==> run_1/layers.png <==
Bar = 20 um.
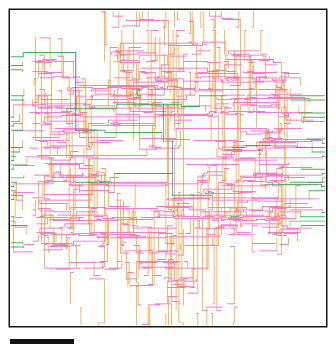
==> run_1/class_map.png <==
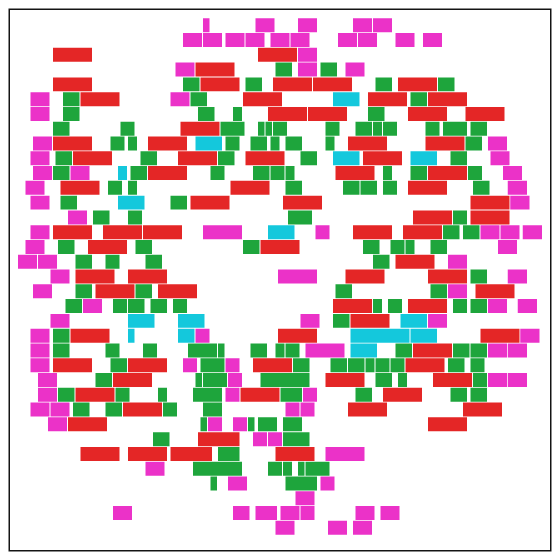
==> run_1/congestion_map.png <==
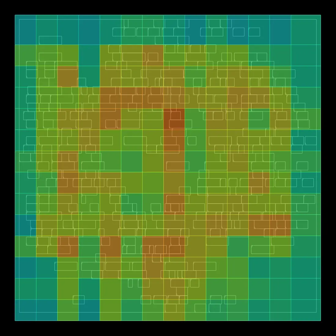
==> run_1/ff_map.png <==
Bar = 20 um.
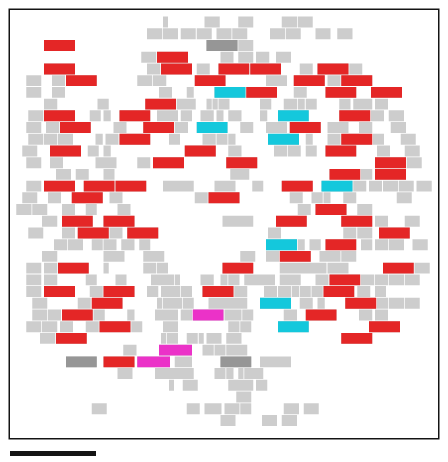
==> config.mk <==
export PLATFORM = sky130hd
export DESIGN_NAME = data_serializer
export DESIGN_NICKNAME = d
export VERILOG_FILES = /design/src/rtl/ser_pkg.sv /design/src/rtl/data_serializer.sv
export SDC_FILE = /design/constraint.sdc
export NUM_CORES = 1
export LEC_CHECK = 0
export CORE_UTILIZATION = 30
export CTS_CLUSTER_SIZE = 30
export DETAILED_ROUTE_END_ITERATION = 6
export HOLD_SLACK_MARGIN = 0.02
export MAX_ROUTING_LAYER = met4
export RECOVER_POWER = 25
export SLEW_MARGIN = 20
export SYNTH_ARGS = -nofsm -noshare
export SYNTH_HDL_FRONTEND = slang
export SYNTH_SLANG_ARGS = --single-unit
==> constraint.sdc <==
create_clock -name clk -period 2 [get_ports clk]
set_clock_uncertainty 0.2 [all_clocks]
set_input_delay 0.4 -clock clk [delete_from_list [all_inputs] [get_ports clk]]
set_output_delay 0.4 -clock clk [all_outputs]
set_load 0.03 [all_outputs]
==> src/rtl/ser_pkg.sv <==
// Shared types and helpers for the data serializer.
package ser_pkg;

    typedef enum logic [0:0] {
        IDLE = 1'b0,
        SEND = 1'b1
    } ser_state_e;

    // Counter width for n words; a single-word frame still needs one bit.
    function automatic int CNT_W(input int n);
        int w;
        if (n <= 32'sd1) begin
            w = 32'sd1;
        end else begin
            w = $clog2(n);
        end
        return w;
    endfunction

endpackage

==> src/rtl/data_serializer.sv <==
// Parallel-to-serial frame replay: STAGE words in, one word per clock out,
// framed by start on word 0 and last on word STAGE-1. Back-to-back frames
// are gapless because a new frame is accepted while the final word is out.
module data_serializer
    import ser_pkg::*;
#(
    parameter int STAGE  = 8,
    parameter int DWIDTH = 8
) (
    input  logic              clk,
    input  logic              rst,
    input  logic              load,
    input  logic [DWIDTH-1:0] data_p [0:STAGE-1],
    output logic              ready,
    output logic              start,
    output logic [DWIDTH-1:0] data,
    output logic              valid,
    output logic              last
);

    localparam int                CW           = CNT_W(STAGE);
    localparam logic [CW-1:0]     CNT_ZERO     = {CW{1'b0}};
    localparam logic [CW-1:0]     CNT_ONE      = CW'(1'b1);
    localparam logic [CW-1:0]     CNT_LAST     = CW'(STAGE - 32'sd1);
    localparam logic [DWIDTH-1:0] WORD_ZERO    = {DWIDTH{1'b0}};
    localparam logic              LAST_ON_LOAD = (STAGE == 32'sd1);

    ser_state_e        state_q, state_d;
    logic [CW-1:0]     cnt_q, cnt_d;
    logic [DWIDTH-1:0] buf_q [0:STAGE-1];
    logic [DWIDTH-1:0] buf_d [0:STAGE-1];
    logic [DWIDTH-1:0] data_q, data_d;
    logic              valid_q, valid_d;
    logic              start_q, start_d;
    logic              last_q, last_d;

    logic [CW-1:0]     nxt_idx_s;
    logic [DWIDTH-1:0] rd_word_s;
    logic              ready_s;
    logic              accept_s;

    // Select the buffered word that follows the one currently on the line.
    always_comb begin
        nxt_idx_s = cnt_q + CNT_ONE;
        rd_word_s = WORD_ZERO;
        for (int i = 0; i < STAGE; i++) begin
            rd_word_s = rd_word_s | ((nxt_idx_s == CW'(i)) ? buf_q[i] : WORD_ZERO);
        end
    end

    // Ready when idle or while the final word of the current frame is out.
    always_comb begin
        ready_s  = (state_q == IDLE) || ((state_q == SEND) && (cnt_q == CNT_LAST));
        accept_s = load & ready_s;
    end

    // Next-state and next-output logic; outputs fall to zero unless a word is due.
    always_comb begin
        state_d = state_q;
        cnt_d   = cnt_q;
        buf_d   = buf_q;
        data_d  = WORD_ZERO;
        valid_d = 1'b0;
        start_d = 1'b0;
        last_d  = 1'b0;
        if (accept_s) begin
            buf_d   = data_p;
            data_d  = data_p[0];
            valid_d = 1'b1;
            start_d = 1'b1;
            last_d  = LAST_ON_LOAD;
            cnt_d   = CNT_ZERO;
            state_d = SEND;
        end else begin
            case (state_q)
                SEND: begin
                    if (cnt_q != CNT_LAST) begin
                        cnt_d   = nxt_idx_s;
                        data_d  = rd_word_s;
                        valid_d = 1'b1;
                        last_d  = (nxt_idx_s == CNT_LAST);
                    end else begin
                        cnt_d   = CNT_ZERO;
                        state_d = IDLE;
                    end
                end
                IDLE: begin
                    state_d = IDLE;
                end
                default: begin
                    cnt_d   = CNT_ZERO;
                    state_d = IDLE;
                end
            endcase
        end
    end

    // State, buffer and output registers; reset abandons any frame in flight.
    always_ff @(posedge clk) begin
        if (rst) begin
            state_q <= IDLE;
            cnt_q   <= CNT_ZERO;
            for (int i = 0; i < STAGE; i++) begin
                buf_q[i] <= WORD_ZERO;
            end
            data_q  <= WORD_ZERO;
            valid_q <= 1'b0;
            start_q <= 1'b0;
            last_q  <= 1'b0;
        end else begin
            state_q <= state_d;
            cnt_q   <= cnt_d;
            buf_q   <= buf_d;
            data_q  <= data_d;
            valid_q <= valid_d;
            start_q <= start_d;
            last_q  <= last_d;
        end
    end

    assign ready = ready_s;
    assign start = start_q;
    assign data  = data_q;
    assign valid = valid_q;
    assign last  = last_q;

endmodule
==> metrics.csv, run 1 <==
stage;metric;value;unit
worst_setup_path;crit_buf_inv;1;
final_layout;buffers;97;
power;combPwrFrac;13.0;%
power;p_sw;774;uW
final_timing;min_period;1950;ps
drt;wl_met3;363;um
worst_setup_path;crit_chain;clkdlybuf4s50_1;
worst_setup_path;cp_max_fo;1;
final_timing;setup_viol;0;
power;leakage;1.59;nW
hold_path;worst_hold_path.num_cells;1;
drt;via_count;2271;
clocking;cts_hold_buf;0;
clocking;cts_tree;done;
worst_setup_path;ff2ff_setup_slack;60;ps
placement;place_ws;-145;ps
drt;met2_length;3.37;mm
clocking;clk_latency;340;ps
final_layout;sh_seq_area;38.3;%
final_layout;buffer_area_share;23.7;%
final_layout;finish.instance_area;0.00409;mm2
worst_setup_path;path_class;reg -> out;
power;ir_drop;499;uV
flow_run;warnings;32;
floorplan;fp_util;30.9;%
worst_setup_path;slowest_delay;670;ps
drt;top_layer;met4;
worst_setup_path;end_kind;primary output;
drt;totalWireLength;7.36;mm
final_layout;fill_cells;873;
worst_setup_path;cp.depth;1;
power;pwr-share-seq;51.2;%
status;status;finished, final reports clean;
placement;port_buffers;78;
clocking;post_cts_buffers;2;
yosys;ys_area;0.00284;mm2
placement;dp_hpwl;4.92;mm
final_timing;hold_viol_final;0;
global_routing;grt_usage;16.0;%
yosys;common_cells;78 x dfxtp_1, 64 x a22o_1, 32 x a22oi_1, 17 x a21oi_1, 12 x buf_2;
final_layout;comb_area_share;29.4;%
Back to the opening pictures, layers.png:
legend:
  M1:
    color: magenta
    wire_length: 3,580 um
  M2:
    color: orange
    wire_length: 3,370 um
  M4:
    color: blue
    wire_length: 53.0 um
  M3:
    color: green
    wire_length: 363 um

Back to the opening pictures, class_map.png:
legend:
  sequential cells:
    color: red
    cells: 78
    share_of_their_area: 40%
  clock drivers and dummy loads:
    color: cyan
    cells: 15
    share_of_their_area: 5.0%
  remaining logic cells:
    color: green
    cells: 144
    share_of_their_area: 31%
  remaining buffers and delay cells:
    color: magenta
    cells: 97
    share_of_their_area: 25%

Back to the opening pictures, congestion_map.png:
GR Util met1: 20.6%
met3 Usage GRT: 4.85%

Back to the opening pictures, ff_map.png:
legend:
  `buf_q`:
    color: red
    flops: 64
  `data`:
    color: cyan
    flops: 8
  `cnt_q`:
    color: magenta
    flops: 3
not colored: 3
sequential power: 1.69 mW
core occupancy in the finished layout: 44.4%
sequential cell area: 0.00156 mm2

-- run 1: flip-flops by register name, summed over array words and instances (netlist names) --
signal,cells
buf_q,64
data,8
cnt_q,3
last,1
start,1
state_q,1
-- run 1: through the flow --
step | hold slack [ps] | setup TNS (ps) | power [mW]
after floorplan | 250 | 0 | 1.91
after global placement | 261 | -7490 | 2.15
after detailed placement | 264 | -9510 | 2.15
after CTS | 287 | -1.18 | 3.35
after global routing | 299 | -76.2 | 3.46
final | 283 | 0 | 3.31
-- run 1: cell families (layout without fill, tap and decap cells) --
logic type               Yosys count  count (layout)  synth area share [%]
buffers and inverters             29             116                  5.15
multiplexers                       3               3                  1.10
adder cells (fa/ha/maj)            6               6                  2.64
AND/OR/NAND/NOR                    8               8                  1.76
AND-OR/OR-AND                    123             123                  34.4
flip-flops                        78              78                  54.9
## Run 2: what changed since run 1
--- a/config.mk
+++ b/config.mk
@@ -8,6 +8,7 @@
 export CORE_UTILIZATION = 30
 export CTS_CLUSTER_SIZE = 30
 export DETAILED_ROUTE_END_ITERATION = 6
+export GPL_TIMING_DRIVEN = 0
 export HOLD_SLACK_MARGIN = 0.02
 export MAX_ROUTING_LAYER = met4
 export RECOVER_POWER = 25
==> run_2/ff_map.png <==
Bar = 20 um.
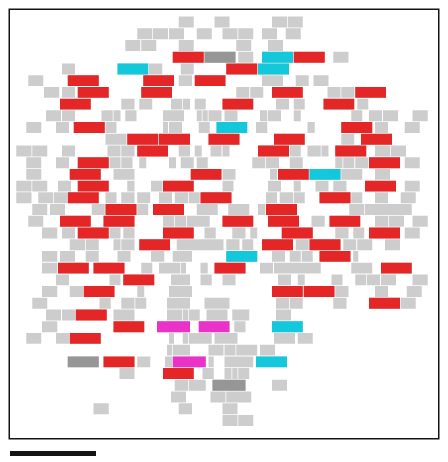
legend:
  `cnt_q`:
    color: magenta
    flops: 3
  `data`:
    color: cyan
    flops: 8
  `buf_q`:
    color: red
    flops: 64
sequential cell area: 0.00157 mm2
Seq/total area: 38.3%
core occupancy in the finished layout: 44.5%

==> run_2/class_map.png <==
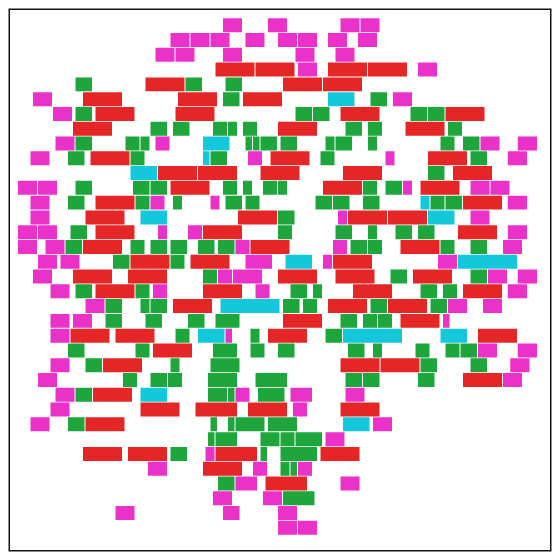
legend:
  remaining logic cells:
    color: green
    cells: 144
    share_of_their_area: 30%
  sequential cells:
    color: red
    cells: 78
    share_of_their_area: 40%
  clock drivers and dummy loads:
    color: cyan
    cells: 15
    share_of_their_area: 6.0%
  remaining buffers and delay cells:
    color: magenta
    cells: 102
    share_of_their_area: 24%

==> run 2 against run 1 <==
Effect of this change:
- sequential cell count is the same
- maximum frequency hardly changed
- highest routed layer unchanged
- via count increased by 2.0%
- non-clock buffer count increased by 5
- core utilization rose by 0.068 points
- area after synthesis unchanged
- routed wire length rose by 6.1%
- worst setup slack is essentially flat
- sequential share of layout area hardly changed
- largest cell class unchanged
- critical endpoint is now data[6]
==> metrics.csv, run 2 <==
stage;metric;value;unit;change
worst_setup_path;ff2ff_setup_slack;50;ps;about the same
clocking;clk_latency;360;ps;+20 ps
power;ir_drop;313;uV;-37%
final_layout;buffer_area_share;23.2;%;-0.43 points
floorplan;die_w;99.4;um;
flow_run;warnings;31;;-3.1%
worst_setup_path;crit_chain;clkdlybuf4s50_1;;
floorplan;fp_util;30.9;%;unchanged
yosys;synth_area;0.00284;mm2;
placement;dp_hpwl;5.52;mm;+12%
power;p_sw;796;uW;+2.8%
worst_setup_path;cp_max_fo;1;;unchanged
drt;drt-initial-drc-count;96;;
power;leakage;1.62;nW;+1.9%
final_layout;diodes;0;;
power;combPwrFrac;12.1;%;-0.9 points
yosys;floorplan.nets;320;;
drt;via_count;2316;;+2.0%
global_routing;grt_usage;17.5;%;+1.5 points
status;status;finished, final reports clean;;
final_layout;comb_area_share;29.0;%;-0.44 points
yosys;synthSimpleGateAreaFrac;1.76;%;unchanged
placement;port_buffers;78;;unchanged
global_routing;overflow;0;;
worst_setup_path;crit_buf_inv;1;;unchanged
final_timing;hold_viol_final;0;;unchanged
yosys;aoi_share;34.4;%;unchanged
clocking;cts_hold_buf;0;;unchanged
global_routing;use_met1;22.2;%;+1.6 points
yosys;ys_area;0.00284;mm2;unchanged
final_timing;tns;0;ps;unchanged
power;seq_power;1.69;mW;about the same
global_routing;grt_use_met3;5.69;%;+0.84 points
hold_path;worst_hold_path.num_cells;1;;unchanged
yosys;adder_share;2.64;%;unchanged
final_layout;fill_cells;886;;+1.5%
yosys;mux_area_share;1.10;%;unchanged
final_timing;setup_viol;0;;unchanged
yosys;common_cells;78 x dfxtp_1, 64 x a22o_1, 32 x a22oi_1, 17 x a21oi_1, 12 x buf_2;;
final_layout;finish.instance_area;0.00409;mm2;+0.15%
yosys;synthTopLogicFamily;AND-OR/OR-AND gates;;
worst_setup_path;cp.depth;1;;unchanged
yosys;yosys.area_share.xor_xnor;0;%;unchanged
clocking;cts_tree;done;;
final_layout;largest_reg_flops;64;;unchanged
power;pwr-share-seq;47.8;%;-3.4 points
worst_setup_path;end_kind;primary output;;
drt;totalWireLength;7.81;mm;+6.1%
-- run 2: cell counts after synthesis --
No cell type changed its count.
-- run 2: what timing repair did --
action,in CTS,in global routing
pin swaps,2,2
setup endpoints to repair,71,51
resized,27,16
gates cloned,1,0
buffers inserted,3,1
-- run 2: metal layers --
layer / share of wire (%) / vias up
met4: 1.6 / 0
met2: 45 / 79
met3: 5.7 / 13
met5: 0 / -
li1: - / 1130
met1: 47 / 1094
-- run 2: metrics by stage --
stage	util, %	total power [mW]	setup slack [ps]	hold WS [ps]	cells
final	44.5	3.54	51.4	281	450
after global routing	44.5	3.68	-2.12	294	450
after CTS	44.1	3.56	8.06	287	449
after detailed placement	40.9	2.14	-303	265	436
after global placement	40.9	2.14	-358	262	436
after floorplan	-	1.91	13.1	250	247
## Run 3: what changed since run 2
--- a/config.mk
+++ b/config.mk
@@ -11,7 +11,8 @@
 export GPL_TIMING_DRIVEN = 0
 export HOLD_SLACK_MARGIN = 0.02
 export MAX_ROUTING_LAYER = met4
-export RECOVER_POWER = 25
+export RECOVER_POWER = 50
+export SKIP_LAST_GASP = 1
 export SLEW_MARGIN = 20
 export SYNTH_ARGS = -nofsm -noshare
 export SYNTH_HDL_FRONTEND = slang
==> constraint.sdc (replaced) <==
create_clock -name clk -period 1.7 [get_ports clk]
set_clock_uncertainty 0.2 [all_clocks]
set_input_delay 0.34 -clock clk [delete_from_list [all_inputs] [get_ports clk]]
set_output_delay 0.34 -clock clk [all_outputs]
set_load 0.03 [all_outputs]
==> run_3/route_heat.png <==
Bar = 20 um. The die is cut into 20 by 20 equal tiles; dark blue is low, red is high, scaled to the fullest tile. Values are wire area over tile area, all layers added.
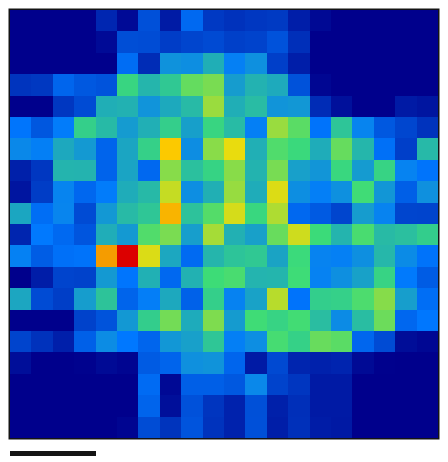
mean over tiles: 0.13
densest ninth of the die: center
fullest tile: 0.52
nearly empty tiles: 21%
tiles over half the peak: 11%

==> run_3/layers.png <==
Bar = 20 um.
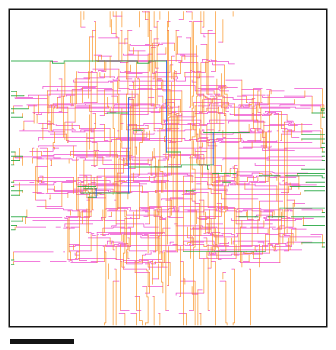
legend:
  M3:
    color: green
    wire_length: 349 um
  M1:
    color: magenta
    wire_length: 3,860 um
  M2:
    color: orange
    wire_length: 3,770 um
  M4:
    color: blue
    wire_length: 71.4 um
total wire length: 8.06 mm
routed len/inst: 17.9 um
via count: 2,359

==> run 3 against run 2 <==
Effect of this change:
- clock power shrank about 10%
- the flow now finishes with violations (negative setup slack)
- critical path type is now reg -> reg
- sequential share of layout area shrank 0.33 points
- critical endpoint is now data[6]$_SDFF_PP0_
- first-iteration DRC count shrank 26%
==> metrics.csv, run 3 <==
stage;metric;value;unit;change
final_timing;setup_viol;80;;+80
final_timing;tns;-10990;ps;-10,990 ps
status;violations;negative setup slack;;
clocking;clk_latency;330;ps;-30 ps
worst_setup_path;end_kind;register;;
final_layout;diodes;0;;unchanged
drt;drt-initial-drc-count;71;;-26%
final_timing;hold_viol_final;0;;unchanged
global_routing;grt_usage;17.4;%;-0.070 points
worst_setup_path;cp.depth;7;;+6
placement;place_ws;-594;ps;-291 ps
final_layout;finish.instance_area;0.00413;mm2;+1.0%
drt;wl_met3;348;um;-22%
final_layout;post-route-util;45.0;%;+0.46 points
power;combPwrFrac;14.1;%;+2.0 points
power;leakage;1.63;nW;+0.86%
final_timing;setup_ws;-182;ps;-233 ps
power;p_sw;905;uW;+14%
yosys;adder_share;2.64;%;unchanged
power;p_total;3.81;mW;+7.5%
drt;top_layer;met4;;
worst_setup_path;cp_max_fo;10;;+9
clocking;cts_hold_buf;0;;unchanged
yosys;mux_area_share;1.10;%;unchanged
placement;dp.cells;436;;unchanged
power;seq_power;1.99;mW;+18%
power;pwr-share-seq;52.4;%;+4.6 points
yosys;yosys.area_share.xor_xnor;0;%;unchanged
power;ir_drop;359;uV;+15%
drt;wl_met1;3.86;mm;+4.3%
final_timing;hold_ws;250;ps;-31.2 ps
yosys;common_cells;78 x dfxtp_1, 64 x a22o_1, 32 x a22oi_1, 17 x a21oi_1, 12 x buf_2;;
clocking;cts_tree;done;;
final_layout;instances_no_fill;451;;+0.22%
final_layout;fill_cells;899;;+1.5%
floorplan;die_w;99.4;um;unchanged
status;status;complete, but fails checks;;
worst_setup_path;crit_buf_inv;2;;+1
yosys;aoi_share;34.4;%;unchanged
placement;port_buffers;78;;unchanged
flow_run;warnings;33;;+6.5%
yosys;synthTopLogicFamily;AND-OR/OR-AND gates;;
[run 3: cell counts after synthesis]
No cell type changed its count.
[run 3: cell type report]
class / instances / area, um2 / share of cell area, %
sequential: 78 / 1570 / 37.9
buffer: 16 / 148 / 3.57
tap: 111 / 139 / 3.36
inverter: 4 / 15.0 / 0.363
clock buffer: 16 / 180 / 4.36
multi-input combinational: 141 / 1240 / 30.0
timing repair buffer: 85 / 846 / 20.5
[run 3: routing by layer]
metal,GRT usage [%],up-vias
met4,4.75,0
met1,21.8,1138
met3,4.15,10
met2,28.3,73
li1,-,1138
met5,-,-
[run 3: repair_timing]
item / in CTS / in global routing
pin swaps: 1 / 2
endpoints found under the setup margin: 86 / 89
cloned: 1 / 0
buffers inserted: 8 / 1
gates resized: 38 / 22
Power figures rest on the tool's default switching activity, not on a simulated workload.
